port_nets.png
Bar = 50 um.
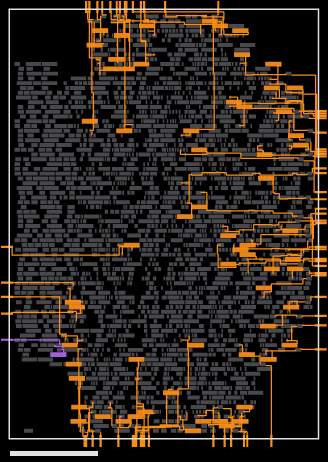
pdn.png
Bar = 50 um. Pins as bars on the die edge.
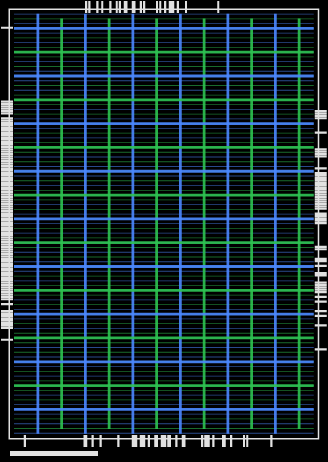
cell_classes.png
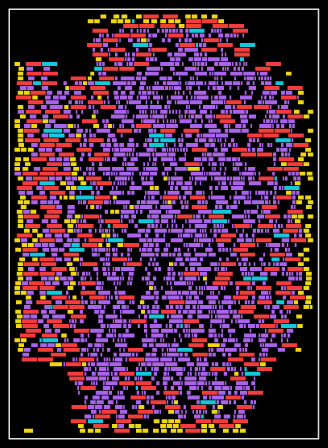
density.png
Bar = 50 um. 18 x 24 tiles, from black (low) to pale yellow (high), 0 to 100% covered.
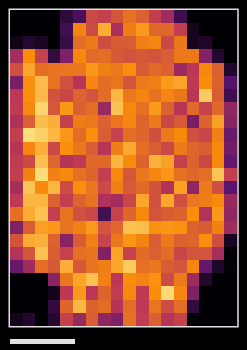
[config.mk]
export PLATFORM = sky130hd
export DESIGN_NAME = poly_mul_engine
export DESIGN_NICKNAME = d
export VERILOG_FILES = /design/src/rtl/poly_pkg.sv /design/src/rtl/poly_mac_lane.sv /design/src/rtl/poly_mul_engine.sv
export SDC_FILE = /design/constraint.sdc
export NUM_CORES = 1
export LEC_CHECK = 0
export CAP_MARGIN = 20
export CORE_ASPECT_RATIO = 1.4
export CORE_MARGIN = 2
export CORE_UTILIZATION = 50
export DETAILED_ROUTE_END_ITERATION = 12
export PLACE_DENSITY = 0.68
export SYNTH_ARGS = -nofsm -noshare
export SYNTH_HDL_FRONTEND = slang
export SYNTH_SLANG_ARGS = --single-unit
[constraint.sdc]
create_clock -name clk -period 7.58 [get_ports clk]
set_clock_uncertainty 0.05 [all_clocks]
set_input_delay 0.758 -clock clk [delete_from_list [all_inputs] [get_ports clk]]
set_output_delay 0.758 -clock clk [all_outputs]
set_load 0.02 [all_outputs]
[src/rtl/poly_pkg.sv]
// Shared types and sizing helpers for the iterative polynomial multiplier.
package poly_pkg;

   typedef enum logic [1:0] {IDLE, RUN, DONE} state_t;

   localparam int DEF_N = 8;
   localparam int DEF_W = 8;
   localparam int CNT_W = $clog2(DEF_N);

   typedef logic [DEF_W-1:0] coeff_t;

   // Counter width for an N-coefficient job; never narrower than one bit.
   function automatic int cnt_width(input int n);
      return (n < 2) ? 1 : $clog2(n);
   endfunction

endpackage

[src/rtl/poly_mac_lane.sv]
// One coefficient lane: acc_out = acc_in + a*b, wrapping mod 2^W.
module poly_mac_lane #(
   parameter int W = 8
) (
   input  logic [W-1:0] acc_in,
   input  logic [W-1:0] a,
   input  logic [W-1:0] b,
   output logic [W-1:0] acc_out
);

   assign acc_out = acc_in + a * b;

endmodule

[src/rtl/poly_mul_engine.sv]
// Iterative multiplier over Z_(2^W)[x]/(x^N -/+ 1): one a-coefficient per
// cycle is broadcast against a rotating copy of b into N parallel MAC lanes.
module poly_mul_engine
   import poly_pkg::*;
#(
   parameter int N = DEF_N,
   parameter int W = DEF_W
) (
   input  logic                clk,
   input  logic                rst,
   input  logic                start,
   input  logic                negacyclic,
   input  logic                accumulate,
   input  logic [N-1:0][W-1:0] as,
   input  logic [N-1:0][W-1:0] bs,
   output logic                busy,
   output logic [N-1:0][W-1:0] cs,
   output logic                done
);

   localparam int CW = cnt_width(N);

   state_t              state_reg;
   logic [CW-1:0]       cnt_reg;
   logic                neg_reg;
   logic                busy_reg;
   logic                done_reg;
   logic [N-1:0][W-1:0] a_reg;
   logic [N-1:0][W-1:0] bsh_reg;
   logic [N-1:0][W-1:0] acc_reg;
   logic [N-1:0][W-1:0] cs_reg;
   logic [N-1:0][W-1:0] acc_next;
   logic [N-1:0][W-1:0] bsh_rot;
   logic [W-1:0]        a_sel;

   assign a_sel = a_reg[cnt_reg];

   genvar gi;
   generate
      for (gi = 0; gi < N; gi++) begin : g_lane
         poly_mac_lane #(.W(W)) u_lane (
            .acc_in  (acc_reg[gi]),
            .a       (a_sel),
            .b       (bsh_reg[gi]),
            .acc_out (acc_next[gi])
         );
         // The coefficient wrapping past x^N re-enters at x^0, negated
         // when reducing modulo x^N+1.
         if (gi == 0) begin : g_wrap
            assign bsh_rot[0] = neg_reg ? -bsh_reg[N-1] : bsh_reg[N-1];
         end else begin : g_shift
            assign bsh_rot[gi] = bsh_reg[gi-1];
         end
      end
   endgenerate

   always_ff @(posedge clk or negedge rst) begin
      if (!rst) begin
         state_reg <= IDLE;
         cnt_reg   <= '0;
         neg_reg   <= 1'b0;
         busy_reg  <= 1'b0;
         done_reg  <= 1'b0;
         a_reg     <= '0;
         bsh_reg   <= '0;
         acc_reg   <= '0;
         cs_reg    <= '0;
      end else begin
         done_reg <= 1'b0;
         case (state_reg)
            IDLE: begin
               if (start) begin
                  a_reg     <= as;
                  bsh_reg   <= bs;
                  neg_reg   <= negacyclic;
                  acc_reg   <= accumulate ? cs_reg : '0;
                  cnt_reg   <= '0;
                  busy_reg  <= 1'b1;
                  state_reg <= RUN;
               end
            end
            RUN: begin
               acc_reg <= acc_next;
               bsh_reg <= bsh_rot;
               cnt_reg <= cnt_reg + 1'b1;
               if (cnt_reg == CW'(N - 1)) begin
                  cs_reg    <= acc_next;
                  done_reg  <= 1'b1;
                  state_reg <= DONE;
               end
            end
            DONE: begin
               busy_reg  <= 1'b0;
               state_reg <= IDLE;
            end
            default: begin
               busy_reg  <= 1'b0;
               state_reg <= IDLE;
            end
         endcase
      end
   end

   assign busy = busy_reg;
   assign done = done_reg;
   assign cs   = cs_reg;

endmodule

==> impl_metrics.json <==
{
  "result_of_the_run": "completed",
  "final_cell_count_no_fill": 2835,
  "clk_root_buffer_cell": "sky130_fd_sc_hd__clkbuf_16",
  "hpwl_um": 44000,
  "grt_util_all_layers": 0.306,
  "rr_worst_depth": 20,
  "grt.busiest_layer": "met2",
  "drive_above_1_share": 0.0954,
  "setup_slack_ns": 1.31,
  "most_frequently_used_cell_type_in_the_post_synthesis_netlist": "sky130_fd_sc_hd__nand2_1",
  "dr.first_iter.drc_count": 1378,
  "transition_at_the_pin_with_the_smallest_max_transition_slack_ns": 1.10,
  "nMultiInputCombCells": 1452,
  "grt_start_max_net_pins": 147,
  "critPathLaunchType": "flip-flop",
  "critPathCapture": "cs[39]",
  "yosys-dominant-comb-family": "adder cells",
  "numSynthFlops": 264,
  "period_minus_slack_ns": 6.27,
  "syn-cell-area_sq_um": 20600,
  "cts_tree": "yes",
  "detail_route.wl_per_cell_um": 22.7,
  "post-cts-setup-buffer-count": 0,
  "synthesis.nets": 2572,
  "clk-insertion-delay-late_ns": 0.58,
  "ctsHtreeMaxLevel": 1,
  "yosys-stat-cells": 2156,
  "grt_first_pass_wirelength_um": 101000,
  "die_w_um": 176,
  "top_layer": "met4",
  "vias_in_the_first_global_route": 17500,
  "top_cells_by_area": "sky130_fd_sc_hd__dfrtp_1, sky130_fd_sc_hd__fa_1, sky130_fd_sc_hd__ha_1",
  "leading_cell_type_in_the_layout_fill_and_taps_excluded": "sky130_fd_sc_hd__nand2_1",
  "final-max-slew-violation-count": 0,
  "drc": 0,
  "seqCellArea_sq_um": 6610,
  "vias": 16600,
  "compound_area_frac": 0.108,
  "path_delay_family": "adder cells",
  "largestClassByArea": "multi-input combinational cells",
  "globalplace.congestion": 0.906,
  "openroad.warnings": 30,
  "worstPathBufferInverterCount": 5,
  "n_all_inverters": 293
}
About port_nets.png:
- cs: orange (bits 64; direction output; end cells 64; buffers 64; wire 3250 um)
- busy: purple (bits 1; direction output; end cells 1; buffers 1; wire 43.5 um)

About pdn.png:
- VSS: blue
- VDD: green
- met5 straps: 17
- rows: 88
- met1 rails: 89
- signal pins: 199

About cell_classes.png:
- clock drivers and dummy loads: cyan (cells 51; share of their area 4.2%)
- all other logic: purple (cells 1745; share of their area 58%)
- other buffers and delay cells: yellow (cells 235; share of their area 9.8%)
- flops: red (cells 264; share of their area 28%)

About density.png:
- mean over tiles: 54%
- fullest tile: 93%
- nearly empty tiles: 10%
- tiles over 75% full: 17%

